### config.mk
export PLATFORM = sky130hd
export DESIGN_NAME = vip_axi4_rd_tracker
export DESIGN_NICKNAME = d
export VERILOG_FILES = /design/src/rtl/vip_axi4_pkg.sv /design/src/rtl/vip_axi4_rd_ar_checker.sv /design/src/rtl/vip_axi4_rd_tracker.sv
export SDC_FILE = /design/constraint.sdc
export NUM_CORES = 1
export LEC_CHECK = 0
export CAP_MARGIN = 20
export CORE_ASPECT_RATIO = 1.2
export CORE_MARGIN = 2
export CORE_UTILIZATION = 55
export CTS_CLUSTER_SIZE = 8
export DETAILED_ROUTE_END_ITERATION = 12
export GPL_ROUTABILITY_DRIVEN = 1
export GPL_TIMING_DRIVEN = 1
export HOLD_SLACK_MARGIN = 0.12
export PLACE_DENSITY = 0.78
export SLEW_MARGIN = 20
export SYNTH_ARGS = -nofsm -noshare
export SYNTH_HDL_FRONTEND = slang
export SYNTH_SLANG_ARGS = --single-unit
### constraint.sdc
create_clock -name clk -period 8.7 [get_ports clk]
set_input_delay 1.74 -clock clk [delete_from_list [all_inputs] [get_ports clk]]
set_output_delay 1.74 -clock clk [all_outputs]
set_load 0.005 [all_outputs]
### src/rtl/vip_axi4_pkg.sv
// Shared AXI4 VIP types: configuration, burst/size encodings, read-tracker
// error bit map and the tracking-entry layout.
package vip_axi4_pkg;

  typedef struct packed {
    int VIP_AXI4_ID_WIDTH_P;
    int VIP_AXI4_ADDR_WIDTH_P;
    int VIP_AXI4_DATA_WIDTH_P;
  } vip_axi4_cfg_t;

  // Fallback widths, used when a configuration field is left at zero.
  localparam int VIP_AXI4_ID_WIDTH_DEF_C   = 4;
  localparam int VIP_AXI4_ADDR_WIDTH_DEF_C = 32;
  localparam int VIP_AXI4_DATA_WIDTH_DEF_C = 64;

  // Entry storage is sized for the largest supported id and table depth.
  localparam int VIP_AXI4_ID_WIDTH_MAX_C  = 32;
  localparam int VIP_AXI4_AGE_WIDTH_MAX_C = 6;

  typedef enum logic [1:0] {
    VIP_AXI4_BURST_FIXED = 2'b00,
    VIP_AXI4_BURST_INCR  = 2'b01,
    VIP_AXI4_BURST_WRAP  = 2'b10,
    VIP_AXI4_BURST_RSVD  = 2'b11
  } vip_axi4_burst_t;

  typedef enum logic [2:0] {
    VIP_AXI4_SIZE_1B   = 3'd0,
    VIP_AXI4_SIZE_2B   = 3'd1,
    VIP_AXI4_SIZE_4B   = 3'd2,
    VIP_AXI4_SIZE_8B   = 3'd3,
    VIP_AXI4_SIZE_16B  = 3'd4,
    VIP_AXI4_SIZE_32B  = 3'd5,
    VIP_AXI4_SIZE_64B  = 3'd6,
    VIP_AXI4_SIZE_128B = 3'd7
  } vip_axi4_size_t;

  localparam int VIP_AXI4_RD_ERR_AR_OVERFLOW_C    = 0;
  localparam int VIP_AXI4_RD_ERR_AR_4K_C          = 1;
  localparam int VIP_AXI4_RD_ERR_AR_BURST_C       = 2;
  localparam int VIP_AXI4_RD_ERR_AR_WRAPLEN_C     = 3;
  localparam int VIP_AXI4_RD_ERR_AR_SIZE_C        = 4;
  localparam int VIP_AXI4_RD_ERR_R_UNEXP_ID_C     = 5;
  localparam int VIP_AXI4_RD_ERR_R_EARLY_LAST_C   = 6;
  localparam int VIP_AXI4_RD_ERR_R_MISSING_LAST_C = 7;
  localparam int VIP_AXI4_RD_ERR_TIMEOUT_C        = 8;
  localparam int VIP_AXI4_RD_ERR_WIDTH_C          = 9;

  typedef struct packed {
    logic                                valid;
    logic [VIP_AXI4_ID_WIDTH_MAX_C-1:0]  id;
    logic [8:0]                          remaining;
    logic [VIP_AXI4_AGE_WIDTH_MAX_C-1:0] age;
  } vip_axi4_rd_entry_t;

  function automatic int vip_axi4_cfg_width(input int w, input int def);
    return (w > 0) ? w : def;
  endfunction

endpackage

### src/rtl/vip_axi4_rd_ar_checker.sv
// Combinational legality checks on an AR (or AW) request: 4 KB crossing,
// reserved burst type, WRAP length/alignment and size against the data bus.
module vip_axi4_rd_ar_checker
  import vip_axi4_pkg::*;
#(
  parameter int ADDR_W = 32,
  parameter int DATA_W = 64
) (
  input  logic [ADDR_W-1:0] araddr,
  input  logic [7:0]        arlen,
  input  logic [2:0]        arsize,
  input  logic [1:0]        arburst,
  output logic              err_4k,
  output logic              err_burst,
  output logic              err_wraplen,
  output logic              err_size
);

  localparam int EXT_W = ADDR_W + 8;

  logic [EXT_W-1:0]  start_ext;
  logic [EXT_W-1:0]  len_ext;
  logic [EXT_W-1:0]  end_ext;
  logic [ADDR_W-1:0] align_mask;
  logic              is_incr;
  logic              is_wrap;
  logic              wrap_len_ok;

  always_comb begin
    start_ext   = {8'b0, araddr};
    // Address of the first byte of the last beat; widened so it cannot wrap.
    len_ext     = {{(EXT_W-8){1'b0}}, arlen} << arsize;
    end_ext     = start_ext + len_ext;
    align_mask  = (ADDR_W'(1) << arsize) - ADDR_W'(1);
    is_incr     = (arburst == VIP_AXI4_BURST_INCR);
    is_wrap     = (arburst == VIP_AXI4_BURST_WRAP);
    wrap_len_ok = (arlen == 8'd1) || (arlen == 8'd3) || (arlen == 8'd7) || (arlen == 8'd15);

    err_4k      = is_incr && (end_ext[EXT_W-1:12] != start_ext[EXT_W-1:12]);
    err_burst   = (arburst == VIP_AXI4_BURST_RSVD);
    err_wraplen = is_wrap && (!wrap_len_ok || ((araddr & align_mask) != '0));
    err_size    = (32'd8 << arsize) > 32'(DATA_W);
  end

endmodule

### src/rtl/vip_axi4_rd_tracker.sv
// Passive AXI4 read-channel tracker: records outstanding bursts per id and
// reports protocol errors as registered pulses, sticky flags and a counter.
module vip_axi4_rd_tracker
  import vip_axi4_pkg::*;
#(
  parameter vip_axi4_cfg_t CFG_P = '{default: '0},
  parameter int MAX_OUTSTANDING_P = 8,
  parameter int TIMEOUT_P         = 1024,
  parameter int CNT_WIDTH_P       = 16,
  localparam int ID_W   = vip_axi4_cfg_width(CFG_P.VIP_AXI4_ID_WIDTH_P, VIP_AXI4_ID_WIDTH_DEF_C),
  localparam int ADDR_W = vip_axi4_cfg_width(CFG_P.VIP_AXI4_ADDR_WIDTH_P, VIP_AXI4_ADDR_WIDTH_DEF_C),
  localparam int DATA_W = vip_axi4_cfg_width(CFG_P.VIP_AXI4_DATA_WIDTH_P, VIP_AXI4_DATA_WIDTH_DEF_C),
  localparam int OUT_W  = $clog2(MAX_OUTSTANDING_P + 1)
) (
  input  logic                               clk,
  input  logic                               rst,
  input  logic                               clr,
  input  logic [ID_W-1:0]                    arid,
  input  logic [ADDR_W-1:0]                  araddr,
  input  logic [7:0]                         arlen,
  input  logic [2:0]                         arsize,
  input  logic [1:0]                         arburst,
  input  logic                               arvalid,
  input  logic                               arready,
  input  logic [ID_W-1:0]                    rid,
  input  logic                               rlast,
  input  logic                               rvalid,
  input  logic                               rready,
  output logic [VIP_AXI4_RD_ERR_WIDTH_C-1:0] err_pulse,
  output logic [VIP_AXI4_RD_ERR_WIDTH_C-1:0] err_sticky,
  output logic [CNT_WIDTH_P-1:0]             err_cnt,
  output logic [OUT_W-1:0]                   outstanding
);

  localparam int IDX_W = $clog2(MAX_OUTSTANDING_P);
  localparam int TMO_W = $clog2(TIMEOUT_P + 1);
  localparam int ERR_W = VIP_AXI4_RD_ERR_WIDTH_C;
  localparam int AGE_W = VIP_AXI4_AGE_WIDTH_MAX_C;
  localparam int IDM_W = VIP_AXI4_ID_WIDTH_MAX_C;

  vip_axi4_rd_entry_t     tbl_q [MAX_OUTSTANDING_P];
  vip_axi4_rd_entry_t     tbl_d [MAX_OUTSTANDING_P];
  logic [TMO_W-1:0]       tmo_cnt_q, tmo_cnt_d;
  logic [ERR_W-1:0]       err_pulse_q, err_pulse_d;
  logic [ERR_W-1:0]       err_sticky_q, err_sticky_d;
  logic [CNT_WIDTH_P-1:0] err_cnt_q, err_cnt_d;
  logic [OUT_W-1:0]       outstanding_q, outstanding_d;

  logic             ar_hs, r_hs;
  logic [IDM_W-1:0] arid_ext, rid_ext;
  logic             tgt_hit, free_hit;
  logic [IDX_W-1:0] tgt_idx, free_idx;
  logic [AGE_W-1:0] new_age;
  logic             alloc, retire, rem_dec;
  logic             r_unexp, r_early, r_missing;
  logic             tmo_fire;
  logic             chk_4k, chk_burst, chk_wraplen, chk_size;

  // A transfer happens on a channel only in a cycle where valid and ready are
  // both high; the tracker never drives either signal.
  assign ar_hs    = arvalid & arready;
  assign r_hs     = rvalid & rready;
  assign arid_ext = IDM_W'(arid);
  assign rid_ext  = IDM_W'(rid);

  vip_axi4_rd_ar_checker #(
    .ADDR_W (ADDR_W),
    .DATA_W (DATA_W)
  ) u_ar_checker (
    .araddr      (araddr),
    .arlen       (arlen),
    .arsize      (arsize),
    .arburst     (arburst),
    .err_4k      (chk_4k),
    .err_burst   (chk_burst),
    .err_wraplen (chk_wraplen),
    .err_size    (chk_size)
  );

  // R target is the oldest burst of rid; new AR takes the lowest free slot.
  always_comb begin
    tgt_hit  = 1'b0;
    tgt_idx  = '0;
    free_hit = 1'b0;
    free_idx = '0;
    for (int i = 0; i < MAX_OUTSTANDING_P; i++) begin
      if (tbl_q[i].valid && (tbl_q[i].id == rid_ext) && (tbl_q[i].age == '0)) begin
        tgt_hit = 1'b1;
        tgt_idx = IDX_W'(i);
      end
      if (!tbl_q[i].valid && !free_hit) begin
        free_hit = 1'b1;
        free_idx = IDX_W'(i);
      end
    end
  end

  always_comb begin
    r_unexp   = 1'b0;
    r_early   = 1'b0;
    r_missing = 1'b0;
    retire    = 1'b0;
    rem_dec   = 1'b0;
    if (r_hs) begin
      if (!tgt_hit) begin
        r_unexp = 1'b1;
      end else if (rlast && (tbl_q[tgt_idx].remaining > 9'd1)) begin
        r_early = 1'b1;
        retire  = 1'b1;
      end else if (!rlast && (tbl_q[tgt_idx].remaining == 9'd1)) begin
        r_missing = 1'b1;
        retire    = 1'b1;
      end else if (tbl_q[tgt_idx].remaining == 9'd1) begin
        retire = 1'b1;
      end else begin
        rem_dec = 1'b1;
      end
    end
  end

  always_comb begin
    alloc   = ar_hs && free_hit;
    new_age = '0;
    for (int i = 0; i < MAX_OUTSTANDING_P; i++) begin
      if (tbl_q[i].valid && (tbl_q[i].id == arid_ext) && !(retire && (tgt_idx == IDX_W'(i)))) begin
        new_age = new_age + AGE_W'(1);
      end
    end

    for (int i = 0; i < MAX_OUTSTANDING_P; i++) begin
      tbl_d[i] = tbl_q[i];
    end
    if (rem_dec) begin
      tbl_d[tgt_idx].remaining = tbl_q[tgt_idx].remaining - 9'd1;
    end
    if (retire) begin
      for (int i = 0; i < MAX_OUTSTANDING_P; i++) begin
        if (tbl_q[i].valid && (tbl_q[i].id == rid_ext) && (IDX_W'(i) != tgt_idx)) begin
          tbl_d[i].age = tbl_q[i].age - AGE_W'(1);
        end
      end
      tbl_d[tgt_idx].valid = 1'b0;
    end
    // free_idx was free in tbl_q, so it never collides with the retiring slot.
    if (alloc) begin
      tbl_d[free_idx].valid     = 1'b1;
      tbl_d[free_idx].id        = arid_ext;
      tbl_d[free_idx].remaining = {1'b0, arlen} + 9'd1;
      tbl_d[free_idx].age       = new_age;
    end
    outstanding_d = outstanding_q + OUT_W'(alloc) - OUT_W'(retire);
  end

  always_comb begin
    tmo_fire = 1'b0;
    if (clr || r_hs || (outstanding_q == '0)) begin
      tmo_cnt_d = '0;
    end else if (tmo_cnt_q == TMO_W'(TIMEOUT_P)) begin
      tmo_cnt_d = tmo_cnt_q;
    end else begin
      tmo_cnt_d = tmo_cnt_q + TMO_W'(1);
      tmo_fire  = (tmo_cnt_q == TMO_W'(TIMEOUT_P - 1));
    end
  end

  always_comb begin
    err_pulse_d = '0;
    err_pulse_d[VIP_AXI4_RD_ERR_AR_OVERFLOW_C]    = ar_hs && !free_hit;
    err_pulse_d[VIP_AXI4_RD_ERR_AR_4K_C]          = ar_hs && chk_4k;
    err_pulse_d[VIP_AXI4_RD_ERR_AR_BURST_C]       = ar_hs && chk_burst;
    err_pulse_d[VIP_AXI4_RD_ERR_AR_WRAPLEN_C]     = ar_hs && chk_wraplen;
    err_pulse_d[VIP_AXI4_RD_ERR_AR_SIZE_C]        = ar_hs && chk_size;
    err_pulse_d[VIP_AXI4_RD_ERR_R_UNEXP_ID_C]     = r_unexp;
    err_pulse_d[VIP_AXI4_RD_ERR_R_EARLY_LAST_C]   = r_early;
    err_pulse_d[VIP_AXI4_RD_ERR_R_MISSING_LAST_C] = r_missing;
    err_pulse_d[VIP_AXI4_RD_ERR_TIMEOUT_C]        = tmo_fire;

    err_sticky_d = clr ? '0 : (err_sticky_q | err_pulse_d);
    err_cnt_d    = err_cnt_q;
    if (clr) begin
      err_cnt_d = '0;
    end else if ((err_pulse_d != '0) && (err_cnt_q != '1)) begin
      err_cnt_d = err_cnt_q + CNT_WIDTH_P'(1);
    end
  end

  always_ff @(posedge clk or posedge rst) begin
    if (rst) begin
      for (int i = 0; i < MAX_OUTSTANDING_P; i++) begin
        tbl_q[i] <= '0;
      end
      tmo_cnt_q     <= '0;
      err_pulse_q   <= '0;
      err_sticky_q  <= '0;
      err_cnt_q     <= '0;
      outstanding_q <= '0;
    end else begin
      for (int i = 0; i < MAX_OUTSTANDING_P; i++) begin
        tbl_q[i] <= tbl_d[i];
      end
      tmo_cnt_q     <= tmo_cnt_d;
      err_pulse_q   <= err_pulse_d;
      err_sticky_q  <= err_sticky_d;
      err_cnt_q     <= err_cnt_d;
      outstanding_q <= outstanding_d;
    end
  end

  assign err_pulse   = err_pulse_q;
  assign err_sticky  = err_sticky_q;
  assign err_cnt     = err_cnt_q;
  assign outstanding = outstanding_q;

endmodule

logic_types.png
Bar = 50 µm.
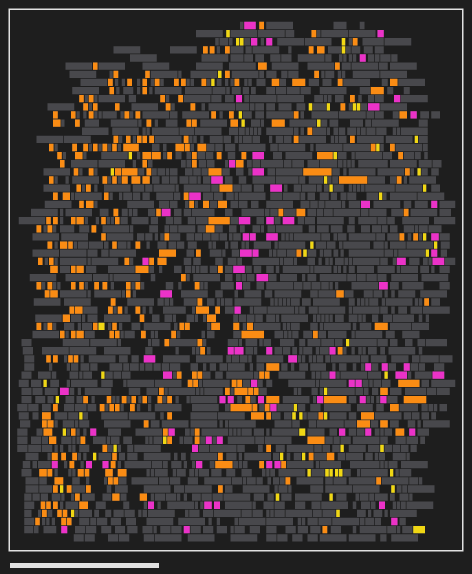
legend:
  magenta:
    family: and/or cells
    cells: 82
  yellow:
    family: inv cells
    cells: 63
    most_used: inv_1
    where: all over the die
  orange:
    family: aoi and oai cells
    cells: 313
    most_used: o21ai_0
    where: all over the die

clk_routes.png
Bar = 50 µm.
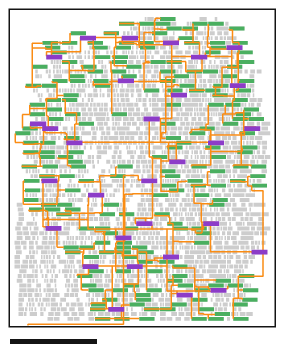
legend:
  purple:
    item: clock drivers
    count: 30
  green:
    item: flip-flops
    count: 209
  orange:
    item: clock wires
    length: 3100 µm
routed clock nets: 31
flops lie: all over the die

clocks.png
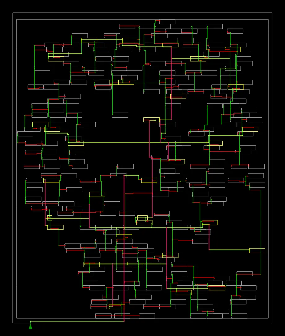
number of clock buffers in the layout: 31
CTS Buf Count: 30
clock network power: 1.04 mW
FFs & Latches: 209

==> results.ini <==
[setup_path]
required_ps=9100
crit_buf_inv=7
reg2reg_to=tbl_q[340]
critical-path-top-delay-family=simple AND/OR/NAND/NOR gates
endpoint_kind=flip-flop
crit_type=in -> reg
cp_common_cell=ha_4
regToRegSetupSlack_ps=500
startpoint=rid[0]
cp.depth=41
endpoint=tbl_q[340]
crit_path_max_fanout=8
worstPathArrival_ps=9200
start_kind=input port

[detailed_routing]
drc=0
top_layer_used=met4
drtPass1Iterations=6
drt_iter0_markers=1038
num_vias=13800
ant_nets=0
routed_wl_um=45900
wl_met2_um=22400
wl_met1_um=17500
routed-wl-met3_um=3130

[grt]
track_usage_pct=33.2
grt_max_degree=134
grt_overflow_total=0
first_global_vias=14100

[clock_network]
ctsHoldBuffers=0
clock-sinks=209
ctsResizeCount=83
cts-root-buf=clkbuf_16
clk_pin_slew_worst_paths_ps=50
insertion_delay_ps=560
cts_buffer_depth=3
postCtsSetupRepairBufs=21
htreeDepth=1

[min_path]
hold_end=err_sticky[6]

[logic_synthesis]
ys_cells=1704
yosys_area_um2=14300
synth_area_per_cell_um2=8.39
yosys_register_bits=209
post-synth-top-area-cell=dfrtp_1
async_flop_share_pct=100
synth_top_flop_cell=dfrtp_1
netlist.area_leader.share_pct=36.6
ys_warn_count=0
ys_seq_share_pct=36.6

[power_and_ir_drop]
p_sw_mw=2.40
clockPowerShare_pct=18.5
power.leakage_nw=8.25
power_density_nw_per_um2=306
p_seq_mw=1.59
pg_comb_mw=2.99
intPower_mw=3.21
sw_frac_of_total_pct=42.7
power_mw=5.61
combPwrFrac_pct=53.3

[final_layout]
fill_cells=1888
drive_above_1_share_pct=20.8
nNetsFinal=2035
layout_top_cell=nand2_1
flop_area_um2=5230
logic_area_um2=9130
final_cell_mix=310 x nand2_1, 209 x dfrtp_1, 173 x buf_4, 168 x o21ai_0, 124 x nor2_1
area_growth_pct=28.1
largest_reg_flops=160
top_register=tbl_q

[final_timing]
slew_viol_final=0
fin_setup_tns_ps=-517
setup-violations-final=8
finalClockSkew_ps=23.4
hold_viol_final=0
worst_slew_pin_slew_ps=1010
rsz0062_at_grt=true
fin_crit_ps=8800
post-route-period-util_pct=101
fin_ws_ps=-97.0
fmax_ghz=0.114

[placed_design]
port_buffers=92
place_congestion=1.01
placedInstanceArea_um2=16800

[job]
warnings=45
maxCapViolCount=0

[floorplan]
pin_count=99

[status]
violations=setup timing
status=finished, violations left

placement_by_type.png
Bar = 50 µm.
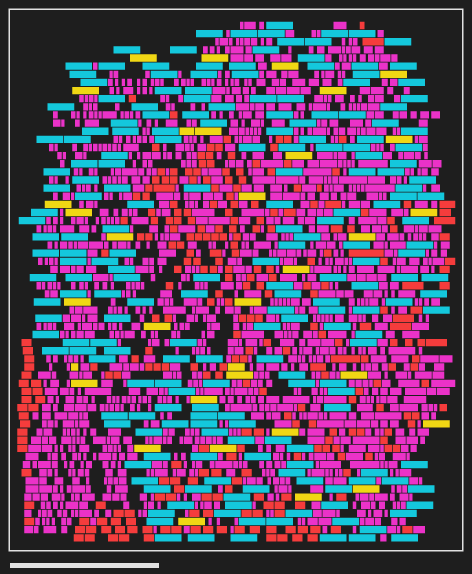
legend:
  magenta:
    class: combinational and other logic
    cells: 1404
    share_of_their_area: 52%
  red:
    class: remaining buffers and delay cells
    cells: 281
    share_of_their_area: 14%
  cyan:
    class: sequential cells
    cells: 209
    share_of_their_area: 29%
  yellow:
    class: clock drivers and dummy loads
    cells: 33
    share_of_their_area: 4.4%
Core Footprint: 25500 µm²
row count: 64
fin area: 18300 µm²

power_grid.png
Pins as bars on the die edge. Tap cells in gray.
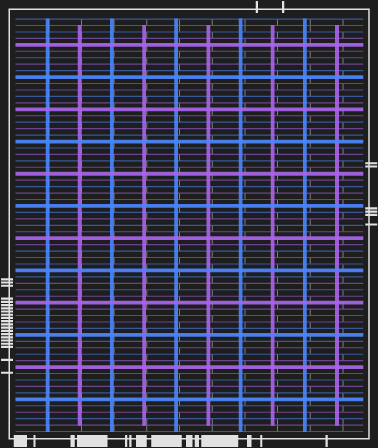
legend:
  blue:
    net: VSS
  purple:
    net: VDD
met5 straps: 12
met4 straps: 10
Die H: 181 µm
Max IR drop VDD: 0.276 mV
die width: 151 µm

area by class of cell:
cell class              instances  share of cell area, %
multi-input cells            1341                   49.8
flip-flops and latches        209                   28.6
repair buffers                281                   13.7
clock buffers                  31                   4.17
well taps                     330                   2.25
inverters                      63                   1.36
clock inverters                 2                  0.130
diodes                          1                 0.0137
synth_stat cells, drive strengths merged, types with 3 or more instances:
cell     instances
inv             61
nor3b            9
a211oi          31
mux2            20
o2111ai          4
nand4           16
and2            18
o22ai            8
or4             11
o211a            6
dfrtp          209
mux2i           37
nand2          315
a221o            3
a31oi            3
o31ai           11
nand3           53
or3             23
a211o            7
nand2b          17
a221oi           3
a21o             9
ha              47
a21oi           60
clkbuf          69
nor2b            9
a41o             3
xnor2           84
nor3            48
nor2           129
and3            19
o21ai          179
nand3b           6
or2              4
nor4b            5
o211ai           3
buf             22
o21a             3
nor4            46
o31a             6
xor2            59
and4             5
metrics by stage:
stage / cells / hold WS, ps / setup slack [ps]
2_1_floorplan: 1704 / 473 / -530
3_3_place_gp: 2194 / 479 / -1140
3_5_place_dp: 2195 / 488 / -1320
4_1_cts: 2249 / 498 / -48.1
5_1_grt: 2258 / 528 / -344
6_report: 2258 / 502 / -97.0
logic make-up (layout without fill, tap and decap cells):
group | count (synthesis) | after routing | synth area share (%)
AND-OR/OR-AND | 356 | 356 | 15.9
flip-flops | 209 | 209 | 36.6
AND/OR/NAND/NOR | 736 | 736 | 25.2
XOR/XNOR | 144 | 144 | 9.42
buffers and inverters | 154 | 377 | 4.50
adder cells (fa/ha/maj) | 48 | 48 | 4.25
multiplexers | 57 | 57 | 4.19
other | 0 | 1 | 0
per-layer routing:
layer / vias up / global-route usage (%)
li1: 6370 / -
met3: 185 / 4.56
met1: 6644 / 40.4
met5: - / 0
met4: 0 / 18.6
met2: 619 / 56.1
Power is estimated from default activity; no workload was simulated.
